### src/rtl/spi_packet_master_pkg.sv
// Shared definitions for the SPI packet link: byte width and master FSM state codes.
package spi_pkg;

  localparam int unsigned BYTE_SIZE = 8;

  // State codes are plain constants so older code can compare against raw values.
  typedef logic [2:0] spi_master_state_t;

  localparam spi_master_state_t IDLE  = 3'd0;
  localparam spi_master_state_t SETUP = 3'd1;
  localparam spi_master_state_t XFER  = 3'd2;
  localparam spi_master_state_t HOLD  = 3'd3;
  localparam spi_master_state_t GAP   = 3'd4;

endpackage

### src/rtl/spi_packet_master_if.sv
// Host-side handshake plus the SPI pins of the packet master, bundled as one port.
interface spi_packet_master_if
  import spi_pkg::*;
#(
  parameter int unsigned PACKET_SIZE = 8
);

  logic                              startIn;
  logic [PACKET_SIZE*BYTE_SIZE-1:0]  dataIn;
  logic [PACKET_SIZE*BYTE_SIZE-1:0]  dataOut;
  logic                              busyOut;
  logic                              doneOut;
  logic                              ssOut;
  logic                              sckOut;
  logic                              mosiOut;
  logic                              misoIn;

  // View of the SPI master itself.
  modport master (
    input  startIn, dataIn, misoIn,
    output dataOut, busyOut, doneOut, ssOut, sckOut, mosiOut
  );

  // View of whatever drives the master (host logic and the slave model).
  modport slave (
    output startIn, dataIn, misoIn,
    input  dataOut, busyOut, doneOut, ssOut, sckOut, mosiOut
  );

endinterface

### src/rtl/spi_sck_gen.sv
// SCK phase/bit sequencer: strobes for the rising and falling SCK edges of each bit.
module spi_sck_gen #(
  parameter int unsigned HALF_PERIOD = 8,
  parameter int unsigned NUM_BITS    = 64
) (
  input  logic clk,
  input  logic nResetIn,
  input  logic enable,
  output logic riseStb,
  output logic fallStb,
  output logic lastBit
);

  localparam int unsigned PhW  = $clog2(2 * HALF_PERIOD);
  localparam int unsigned BitW = $clog2(NUM_BITS + 1);

  localparam logic [PhW-1:0]  PhRise  = PhW'(HALF_PERIOD - 1);
  localparam logic [PhW-1:0]  PhLast  = PhW'(2 * HALF_PERIOD - 1);
  localparam logic [BitW-1:0] BitLast = BitW'(NUM_BITS - 1);

  logic [PhW-1:0]  phase;
  logic [BitW-1:0] bitCnt;

  // Strobes fire on the last clk of the low phase (rise) and of the high phase (fall).
  assign riseStb = enable && (phase == PhRise);
  assign fallStb = enable && (phase == PhLast);
  assign lastBit = (bitCnt == BitLast);

  // Phase walks 0..2*HALF_PERIOD-1 per bit; both counters park at zero when idle.
  always_ff @(posedge clk or negedge nResetIn) begin
    if (!nResetIn) begin
      phase  <= '0;
      bitCnt <= '0;
    end else if (!enable) begin
      phase  <= '0;
      bitCnt <= '0;
    end else if (phase == PhLast) begin
      phase  <= '0;
      bitCnt <= bitCnt + 1'b1;
    end else begin
      phase  <= phase + 1'b1;
    end
  end

endmodule

### src/rtl/spi_packet_master.sv
// Mode-0 full-duplex SPI master moving one PACKET_SIZE-byte packet per SS frame.
module spi_packet_master
  import spi_pkg::*;
#(
  parameter int unsigned PACKET_SIZE = 8,
  parameter int unsigned HALF_PERIOD = 8,
  parameter int unsigned SS_SETUP    = 4,
  parameter int unsigned SS_HOLD     = 4,
  parameter int unsigned SS_GAP      = 8
) (
  input  logic                 clk,
  input  logic                 nResetIn,
  spi_packet_master_if.master  bus
);

  localparam int unsigned NumBits = PACKET_SIZE * BYTE_SIZE;
  localparam int unsigned MaxDur  = (SS_SETUP > SS_HOLD)
                                    ? ((SS_SETUP > SS_GAP) ? SS_SETUP : SS_GAP)
                                    : ((SS_HOLD > SS_GAP) ? SS_HOLD : SS_GAP);
  localparam int unsigned TmrW    = $clog2(MaxDur + 1);

  localparam logic [TmrW-1:0] SetupLast = TmrW'(SS_SETUP - 1);
  localparam logic [TmrW-1:0] HoldLast  = TmrW'(SS_HOLD - 1);
  localparam logic [TmrW-1:0] GapLast   = TmrW'(SS_GAP - 1);

  spi_master_state_t    state, stateNext;
  logic [TmrW-1:0]      tmr, tmrNext;
  logic [NumBits-1:0]   txReg, txNext;
  logic [NumBits-1:0]   rxReg, rxNext;
  logic [NumBits-1:0]   dataNext;
  logic                 doneNext;
  logic                 sckNext;
  logic                 inFrame;
  logic                 riseStb, fallStb, lastBit;

  spi_sck_gen #(
    .HALF_PERIOD (HALF_PERIOD),
    .NUM_BITS    (NumBits)
  ) u_sck_gen (
    .clk      (clk),
    .nResetIn (nResetIn),
    .enable   (state == XFER),
    .riseStb  (riseStb),
    .fallStb  (fallStb),
    .lastBit  (lastBit)
  );

  // Next-state, timer and shift-register update for the frame sequence.
  always_comb begin
    stateNext = state;
    tmrNext   = tmr + 1'b1;
    txNext    = txReg;
    rxNext    = rxReg;
    doneNext  = 1'b0;
    dataNext  = bus.dataOut;
    case (state)
      IDLE: begin
        tmrNext = '0;
        if (bus.startIn) begin
          txNext    = bus.dataIn;
          stateNext = SETUP;
        end
      end
      SETUP: begin
        if (tmr == SetupLast) begin
          tmrNext   = '0;
          stateNext = XFER;
        end
      end
      XFER: begin
        tmrNext = '0;
        // Sample MISO as late as possible: the clk before SCK drops.
        if (fallStb) begin
          txNext = {txReg[NumBits-2:0], 1'b0};
          rxNext = {rxReg[NumBits-2:0], bus.misoIn};
          if (lastBit) begin
            stateNext = HOLD;
          end
        end
      end
      HOLD: begin
        if (tmr == HoldLast) begin
          tmrNext   = '0;
          stateNext = GAP;
          doneNext  = 1'b1;
          dataNext  = rxReg;
        end
      end
      GAP: begin
        if (tmr == GapLast) begin
          tmrNext   = '0;
          stateNext = IDLE;
        end
      end
      default: begin
        tmrNext   = '0;
        stateNext = IDLE;
      end
    endcase
  end

  // Pin values are derived from the next state so every output comes straight from a flop.
  assign inFrame = (stateNext == SETUP) || (stateNext == XFER) || (stateNext == HOLD);
  assign sckNext = (stateNext == XFER) && (riseStb || (bus.sckOut && !fallStb));

  // State, shift registers and registered outputs.
  always_ff @(posedge clk or negedge nResetIn) begin
    if (!nResetIn) begin
      state       <= IDLE;
      tmr         <= '0;
      txReg       <= '0;
      rxReg       <= '0;
      bus.ssOut   <= 1'b1;
      bus.sckOut  <= 1'b0;
      bus.mosiOut <= 1'b0;
      bus.busyOut <= 1'b0;
      bus.doneOut <= 1'b0;
      bus.dataOut <= '0;
    end else begin
      state       <= stateNext;
      tmr         <= tmrNext;
      txReg       <= txNext;
      rxReg       <= rxNext;
      bus.ssOut   <= !inFrame;
      bus.sckOut  <= sckNext;
      bus.mosiOut <= inFrame && txNext[NumBits-1];
      bus.busyOut <= (stateNext != IDLE);
      bus.doneOut <= doneNext;
      bus.dataOut <= dataNext;
    end
  end

endmodule

### src/flat_wrapper.sv
// flat-port wrapper written by rule: the top's interface ports become plain ports
module spi_packet_master_flat import spi_pkg::*;
#(
  parameter int unsigned PACKET_SIZE = 8,
  parameter int unsigned HALF_PERIOD = 8,
  parameter int unsigned SS_SETUP    = 4,
  parameter int unsigned SS_HOLD     = 4,
  parameter int unsigned SS_GAP      = 8
)
  (clk, nResetIn, bus_startIn, bus_dataIn, bus_misoIn, bus_dataOut, bus_busyOut, bus_doneOut, bus_ssOut, bus_sckOut, bus_mosiOut);
  spi_packet_master_if #(.PACKET_SIZE(PACKET_SIZE)) bus_i ();
  input  logic clk;
  input  logic nResetIn;
  input wire logic [$bits(bus_i.startIn)-1:0] bus_startIn;
  input wire logic [$bits(bus_i.dataIn)-1:0] bus_dataIn;
  input wire logic [$bits(bus_i.misoIn)-1:0] bus_misoIn;
  output wire logic [$bits(bus_i.dataOut)-1:0] bus_dataOut;
  output wire logic [$bits(bus_i.busyOut)-1:0] bus_busyOut;
  output wire logic [$bits(bus_i.doneOut)-1:0] bus_doneOut;
  output wire logic [$bits(bus_i.ssOut)-1:0] bus_ssOut;
  output wire logic [$bits(bus_i.sckOut)-1:0] bus_sckOut;
  output wire logic [$bits(bus_i.mosiOut)-1:0] bus_mosiOut;
  assign bus_i.startIn = bus_startIn;
  assign bus_i.dataIn = bus_dataIn;
  assign bus_i.misoIn = bus_misoIn;
  assign bus_dataOut = bus_i.dataOut;
  assign bus_busyOut = bus_i.busyOut;
  assign bus_doneOut = bus_i.doneOut;
  assign bus_ssOut = bus_i.ssOut;
  assign bus_sckOut = bus_i.sckOut;
  assign bus_mosiOut = bus_i.mosiOut;
  spi_packet_master #(.PACKET_SIZE(PACKET_SIZE), .HALF_PERIOD(HALF_PERIOD), .SS_SETUP(SS_SETUP), .SS_HOLD(SS_HOLD), .SS_GAP(SS_GAP)) u_core (.clk(clk), .nResetIn(nResetIn), .bus(bus_i));
endmodule
### config.mk
export PLATFORM = sky130hd
export DESIGN_NAME = spi_packet_master_flat
export DESIGN_NICKNAME = d
export VERILOG_FILES = /design/src/rtl/spi_packet_master_pkg.sv /design/src/rtl/spi_packet_master_if.sv /design/src/rtl/spi_sck_gen.sv /design/src/rtl/spi_packet_master.sv /design/src/flat_wrapper.sv
export SDC_FILE = /design/constraint.sdc
export NUM_CORES = 1
export LEC_CHECK = 0
export ABC_AREA = 1
export CORE_MARGIN = 4
export CORE_UTILIZATION = 48
export CTS_CLUSTER_SIZE = 12
export DETAILED_ROUTE_END_ITERATION = 8
export GPL_TIMING_DRIVEN = 0
export PLACE_DENSITY = 0.78
export SETUP_SLACK_MARGIN = 0.5
export SLEW_MARGIN = 5
export SYNTH_ARGS = -nofsm -noshare
export SYNTH_HDL_FRONTEND = slang
export SYNTH_HIERARCHICAL = 1
export SYNTH_SLANG_ARGS = --single-unit
### constraint.sdc
create_clock -name clk -period 1.85 [get_ports clk]
set_clock_uncertainty 0.05 [all_clocks]
set_input_delay 0.37 -clock clk [delete_from_list [all_inputs] [get_ports clk]]
set_output_delay 0.37 -clock clk [all_outputs]
set_load 0.005 [all_outputs]
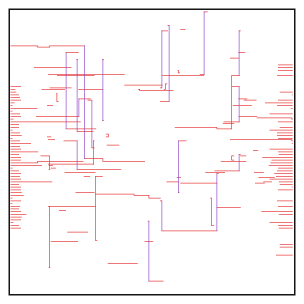
Fig. 1. Metal layers overlaid (run 1).
(2 px per µm) Two of the layers only.
| layer | colour | wire length |
|---|---|---|
| met3 | red | 1470 µm |
| met4 | purple | 575 µm |
All-Layer GR Usage: 0.222
via count: 7534
Avg WL per Cell: 17.2 µm
final WL: 25000 µm

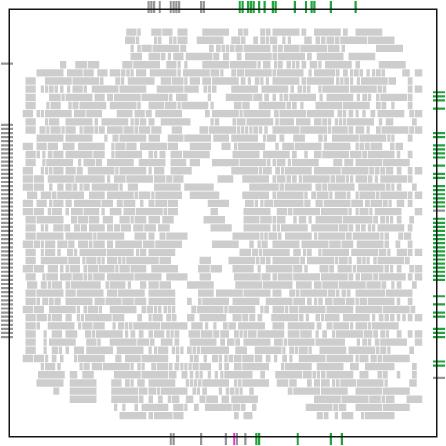
Fig. 2. I/O pins on the die edge (run 1).
(3 px per µm) Pins as bars across the die edge, other pins in grey.
| port | colour | pins | direction | edge |
|---|---|---|---|---|
| bus_busyOut | magenta | 1 | output | bottom |
| bus_dataOut | green | 64 | output | 44 right, 15 top, 5 bottom |
die height: 142 µm
die width: 142 µm
Port Buffers: 136

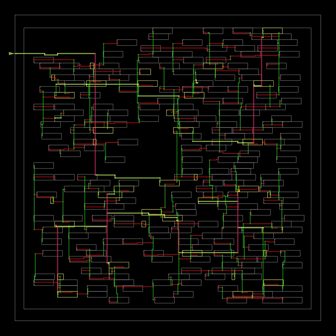
Fig. 3. Clock wiring as the flow saved it (run 1).
CTS Buf Count: 23
Clock buffer cells: 33
Clock net power: 0.00427 W
Clk Latency, worst-skew pair: 0.50 ns

==> Slide: Implementation Results, run 1 <==
Key Metrics from the Run

Detailed routing
  – Iteration-0 DRC Markers: ~500
  – Routed length on met1: between 9000 and 10000 µm
  – Met3 WL: around 1500 µm
  – DR WL met2: around 13000 µm
  – Drt via density: 5.19

Worst setup path
  – Worst Setup Path Type: reg -> reg
  – Reg2reg path depth: 12
  – R2R Path Start: u_core/state[2]
  – CP Max Fanout: 5
  – Most used cell, CP: nor2_4
  – CP Depth: 12
  – Slowest-stage cell, CP: dfrtp_1
  – Crit-path leading delay family: buffers and inverters
  – Worst EP arrival: between 2 and 2.5 ns
  – Delay of the slowest critical-path stage: approximately 0.47 ns
  – Crit-path cells: nor2_4, inv_2, nor2_4, inv_2, nor2_4, buf_6, buf_6, nor2_4, clkbuf_16, clkbuf_16, nand2_1, nand3_1
  – CP bufs+invs: 6
  – Worst Setup EP: u_core/txReg[44]
  – CP required: about 2.2 ns
  – Worst R2R Setup Slack: -0.00003 ns
  – Worst r2r dst: u_core/txReg[44]
  – Worst Setup SP: u_core/state[2]

Floorplan
  – Die ar.: 20200 µm²
  – Row cnt: approximately 48
  – Floorplan Utilization: 0.495
  – IO Count: 137

Synth
  – Cell type with the largest total area: dfrtp_1
  – Synth top area share: 0.621
  – Syn avg cell area: a little over 9 µm²
  – Post-synthesis instance total: 951
  – Syn Std Cell Area: roughly 8600 µm²
  – Flops after synth: about 220
  – Yosys Warn Count: 6

GRT
  – Largest net degree at the start of global routing: roughly 92
  – Overflow after GRT: 0
  – GR Util met3: 0.0360
  – Vias in the first global route: approximately 7600
  – GR Util met2: 0.392
  – Global-route wire length before repair: between 30000 and 40000 µm
  – Global route hottest layer: met2
  – Initial antenna violation count: 0

Place
  – Setup WS pre-CTS: -0.233 ns
  – Placer congestion estimate: roughly 0.81

Job
  – Tool warning count: 31
  – Max-cap violations: 0

Cells and area
  – Nets: 1284
  – Post-Route Utilization: 0.767
  – ANT cells: 0
  – Non-filler instance count after layout: between 1000 and 1500
  – Syn-to-layout area delta: 55.1%
  – Fill cells: 1106

Status
  – Status: finished, violations left
  – Failing checks: hold timing, setup timing

Clock network
  – Clk sink count: about 220
  – Cells resized by post-CTS repair: approximately 360
  – Worst-path clk slew: 0.06 ns
  – Clock Path Buffers: 3

Power and ir drop
  – Sequential power share: 0.509
  – Cell-internal power: between 0.007 and 0.008 W
  – Worst vdd ir: roughly 0.57 mV
  – Power per cell area: between 600 and 700 nW/µm²
  – Net switching power: 0.00193 W
  – Clock power share: 0.463

Final timing
  – Final min period: 1.85 ns
  – Worst-Margin Slew: 0.474 ns
  – Min Hold Slack: -0.264 ns
  – Final Slew Violations: 0
  – Fmax: between 500 and 600 MHz
  – Setup TNS: -0.0000264 ns
  – Setup slack after layout: -0.0000264 ns
  – Final hold violations: between 60 and 70
  – Setup-failing EPs final: 1

Hold path
  – Worst min path class: in -> async
[run 1: cells by family (layout without fill, tap and decap cells)]
logic type                 after synthesis  after routing  synth area share
adders and majority gates                3              3           0.00436
and+or+nand+nor                        454            455             0.216
buffers and inverters                  133            407            0.0691
xor gates and xnor gates                 3              3           0.00305
AOI/OAI and AO/OA                      143            143            0.0833
DFF                                    215            215             0.624
[run 1: sequential cells by signal, summed over array words and instances, names as in the netlist]
register	cells
u_core/bus.mosiOut	1
u_core/bus.sckOut	1
u_core/u_sck_gen/phase	4
u_core/rxReg	64
u_core/txReg	64
u_core/tmr	4
u_core/bus.busyOut	1
u_core/state	3
u_core/u_sck_gen/bitCnt	7
u_core/bus.dataOut	64
u_core/bus.ssOut	1
u_core/bus.doneOut	1
[run 1: synth_stat cells]
| cell type | count |
|---|---|
| nand3_2 | 1 |
| dfstp_2 | 1 |
| a21o_1 | 1 |
| nand3_1 | 76 |
| xnor2_1 | 1 |
| xor2_1 | 2 |
| inv_1 | 84 |
| inv_2 | 1 |
| buf_6 | 11 |
| buf_2 | 8 |
| buf_1 | 1 |
| nand4_1 | 1 |
| ha_1 | 3 |
| nand2_1 | 345 |
| nor2_2 | 6 |
| o21ai_0 | 115 |
| nor2_1 | 21 |
| nand3_4 | 1 |
| dfrtp_1 | 214 |
| buf_4 | 1 |
| a21oi_1 | 10 |
| clkbuf_1 | 27 |
| nor2_4 | 3 |
| o21ai_1 | 17 |
[run 1: power by group through the flow]
stage               Combinational [W]  Sequential [W]  Clock [W]
detailed placement           0.000260         0.00479          0
global placement             0.000245         0.00480          0
CTS                          0.000262         0.00471    0.00433
finish                       0.000258         0.00471    0.00427
global route                 0.000284         0.00470    0.00455
floorplan                  0.00000371         0.00479          0
[run 1: layout make-up]
type,instances,area [µm²],share of cell area
Sequential cell,215,5380,0.403
Inverter,85,320,0.0240
Clock inverter,5,56.3,0.00421
Timing Repair Buffer,236,2330,0.175
Buffer,48,641,0.0479
Tap cell,225,282,0.0211
Multi-Input combinational cell,604,3730,0.279
Clock buffer,33,623,0.0466
[run 1: placed cells by master, fill, tap and decap left out, types with 3 or more instances in the layout]
| cell type | Yosys | final |
|---|---|---|
| buf_16 | 0 | 13 |
| nand2_4 | 0 | 56 |
| clkbuf_1 | 27 | 9 |
| clkinv_2 | 0 | 3 |
| clkbuf_2 | 0 | 39 |
| nor2_1 | 21 | 17 |
| buf_12 | 0 | 9 |
| clkbuf_16 | 0 | 35 |
| o21ai_2 | 0 | 37 |
| nand3_2 | 1 | 58 |
| nand3_1 | 76 | 19 |
| nand2_1 | 345 | 228 |
| nor2_2 | 6 | 3 |
| clkdlybuf4s50_1 | 0 | 66 |
| dfrtp_1 | 214 | 213 |
| nand2_2 | 0 | 61 |
| nor2_4 | 3 | 11 |
| buf_6 | 11 | 16 |
| a21oi_1 | 10 | 9 |
| inv_1 | 84 | 80 |
| buf_8 | 0 | 26 |
| buf_4 | 1 | 55 |
| inv_2 | 1 | 4 |
| clkbuf_8 | 0 | 7 |
| o21ai_1 | 17 | 69 |
| o21ai_0 | 115 | 26 |
| buf_2 | 8 | 41 |
==> run 1 -> run 2 <==
--- a/config.mk
+++ b/config.mk
@@ -13,2 +13,3 @@
 export GPL_TIMING_DRIVEN = 0
+export MAX_ROUTING_LAYER = met4
 export PLACE_DENSITY = 0.78
--- a/constraint.sdc
+++ b/constraint.sdc
@@ -4,2 +4,2 @@
 set_output_delay 0.37 -clock clk [all_outputs]
-set_load 0.005 [all_outputs]
+set_load 0.1 [all_outputs]
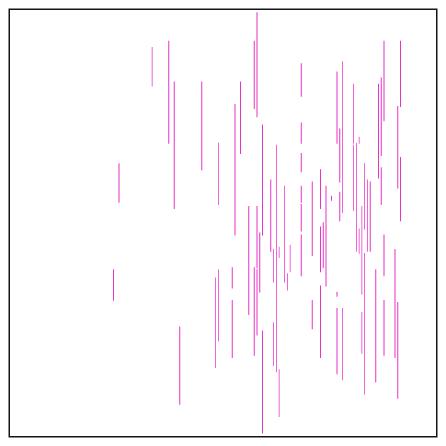
Fig. 4. Metal 4 (run 2).
(3 px per µm)
wire length on this layer: 1660 µm
main direction: vertical
final WL: 35300 µm
via count: 8600

==> run 2 against run 1 <==
  * The flow still finishes with violations (hold timing, setup timing)
  * Worst setup slack got worse by 0.11 ns
  * Synthesized cell count unchanged
  * Critical path depth decreased by 2
  * Utilization increased by 10 points
  * First-iteration DRC count increased by 75%
  * Combinational power about the same
  * Final cell count increased by 0.48%
  * Critical path type unchanged
  * Highest routed layer unchanged
==> Slide: Implementation Results, run 2 <==
Key Metrics from the Run

Synth
  – Syn Std Cell Area: 8620 µm² (unchanged)
  – Asr flop ratio synth: 1.00 (unchanged)
  – Post-synth mux share: 0 (unchanged)
  – Number of enable flip-flop cells: 0 (unchanged)
  – Cell type with the largest total area: dfrtp_1
  – And+or+nand+nor area frac: 0.216 (unchanged)
  – Synth top area share: 0.621 (unchanged)
  – Post-synthesis instance total: 951 (unchanged)
  – Adder Share, Synth: 0.00436 (unchanged)
  – Commonest flop: dfrtp_1

Final timing
  – Final hold violations: 44 (-28%)
  – Setup-failing EPs final: 41 (+40)
  – Final min period: 1.96 ns (+0.110 ns)
  – Final Slew Violations: 0 (unchanged)
  – Min Hold Slack: -0.296 ns (-0.0325 ns)
  – Setup slack after layout: -0.110 ns (-0.110 ns)
  – Fmax: 510 MHz (-5.6%)

Worst setup path
  – Slowest-stage cell, CP: dfrtp_2
  – CP Max Fanout: 6 (+1)
  – Most used cell, CP: buf_8
  – Crit-path leading delay family: buffers and inverters
  – Crit-path cells: buf_4, nor2_2, nand2_2, nor2_4, buf_8, buf_8, buf_12, buf_8, nand2_1, o21ai_1
  – CP bufs+invs: 5 (-1)

Clock network
  – CTS Buf Count: 23 (unchanged)
  – Worst-path clk slew: 0.06 ns (about the same)
  – Clk sink count: 215 (unchanged)
  – Clk Latency, worst-skew pair: 0.51 ns (about the same)

Place
  – Port Buffers: 136 (unchanged)

Detailed routing
  – DR WL met2: 17600 µm (+35%)
  – Iteration-0 DRC Markers: 872 (+75%)
  – Routed length on met1: 12900 µm (+29%)
  – Met3 WL: 3170 µm (+120%)

Status
  – Failing checks: hold timing, setup timing
  – Status: finished, violations left

Cells and area
  – Most instantiated logic cell after routing: dfrtp_1
  – Largest regs: u_core/bus.dataOut (64), u_core/rxReg (64), u_core/txReg (64)
  – Most frequent cells in the layout: dfrtp_1 (188), nand2_1 (187), nand2_4 (109)
  – Non-filler instance count after layout: 1458 (+0.48%)
  – Post-Route Utilization: 0.871 (+0.103)
  – Syn-to-layout area delta: 75.9%
  – Fill cells: 658 (-41%)

GRT
  – Largest net degree at the start of global routing: 103 (+12%)
  – Global-route wire length before repair: 36200 µm (-1.2%)
  – Vias in the first global route: 7408 (-2.2%)
  – All-Layer GR Usage: 0.225 (+0.00328)
  – Initial antenna violation count: 0 (unchanged)

Floorplan
  – Die width: 142 µm (unchanged)
  – IO Count: 137 (unchanged)
  – Die height: 142 µm (unchanged)
  – Floorplan Utilization: 0.495 (unchanged)

Job
  – Max-cap violations: 0 (unchanged)
  – Tool warning count: 34 (+9.7%)

Power and ir drop
  – Cell-internal power: 0.00744 W (+1.7%)
  – Worst vdd ir: 0.739 mV (+30%)
  – Clock power share: 0.475 (+0.012)
  – Power per cell area: 624 nW/µm² (-9.8%)
-- run 2: final timing paths --
path | endpoint | slack, ns | cells past startpoint | start
min in group clk | u_core/txReg[25] | 0.40 | 3 | bus_dataIn[25]
worst min register to register | u_core/txReg[10] | 0.45 | 2 | u_core/txReg[9]
max in group asynchronous | u_core/txReg[43] | 0.93 | 3 | nResetIn
worst max register to register | u_core/rxReg[49] | -0.11 | 10 | u_core/state[0]
worst max-delay path | u_core/rxReg[49] | -0.11 | 10 | u_core/state[0]
worst min-delay path | u_core/rxReg[37] | -0.30 | 1 | nResetIn
-- run 2: cell families after synthesis --
| family | count (synthesis) |
|---|---|
| buffers and inverters | 133 |
| AND/OR/NAND/NOR | 454 |
| XOR/XNOR | 3 |
| AND-OR/OR-AND | 143 |
| adder cells (fa/ha/maj) | 3 |
| flip-flops | 215 |
-- run 2: power groups by stage --
stage,registers [W],clock network [W],logic (W)
after floorplan,0.00479,0,0.00000371
after global placement,0.00480,0,0.000242
after global routing,0.00470,0.00472,0.000283
after detailed placement,0.00479,0,0.000257
after CTS,0.00471,0.00440,0.000258
final,0.00470,0.00450,0.000257
-- run 2: cell type report --
type                    instances  area (µm²)  area share
multi-input cells             604        4350       0.287
repair buffers                245        3420       0.226
flip-flops and latches        215        5410       0.357
inverters                      85         327      0.0215
clock inverters                 3        40.0     0.00264
clock buffers                  33         663      0.0437
plain buffers                  48         666      0.0439
well taps                     225         282      0.0186
-- run 2: metrics by stage --
stage / worst slack (ns) / power [W]
floorplan: 0.196 / 0.00480
global placement: -8.48 / 0.00504
CTS: 0.00124 / 0.00937
finish: -0.110 / 0.00946
detailed placement: -0.273 / 0.00505
global route: -0.165 / 0.00970
-- run 2: routing by layer --
layer  up-vias  global-route usage
met1      4245               0.282
met3       159              0.0410
li1       3557                   -
met4         0              0.0652
met5         -                   -
met2       639               0.378
-- run 2: timing repair --
action,CTS,global route
cloned,11,20
setup buffers,35,42
endpoints found under the hold margin,43,43
gates resized,728,559
pin swaps,5,77
endpoints found under the setup margin,268,278
Power is estimated from default activity; no workload was simulated.
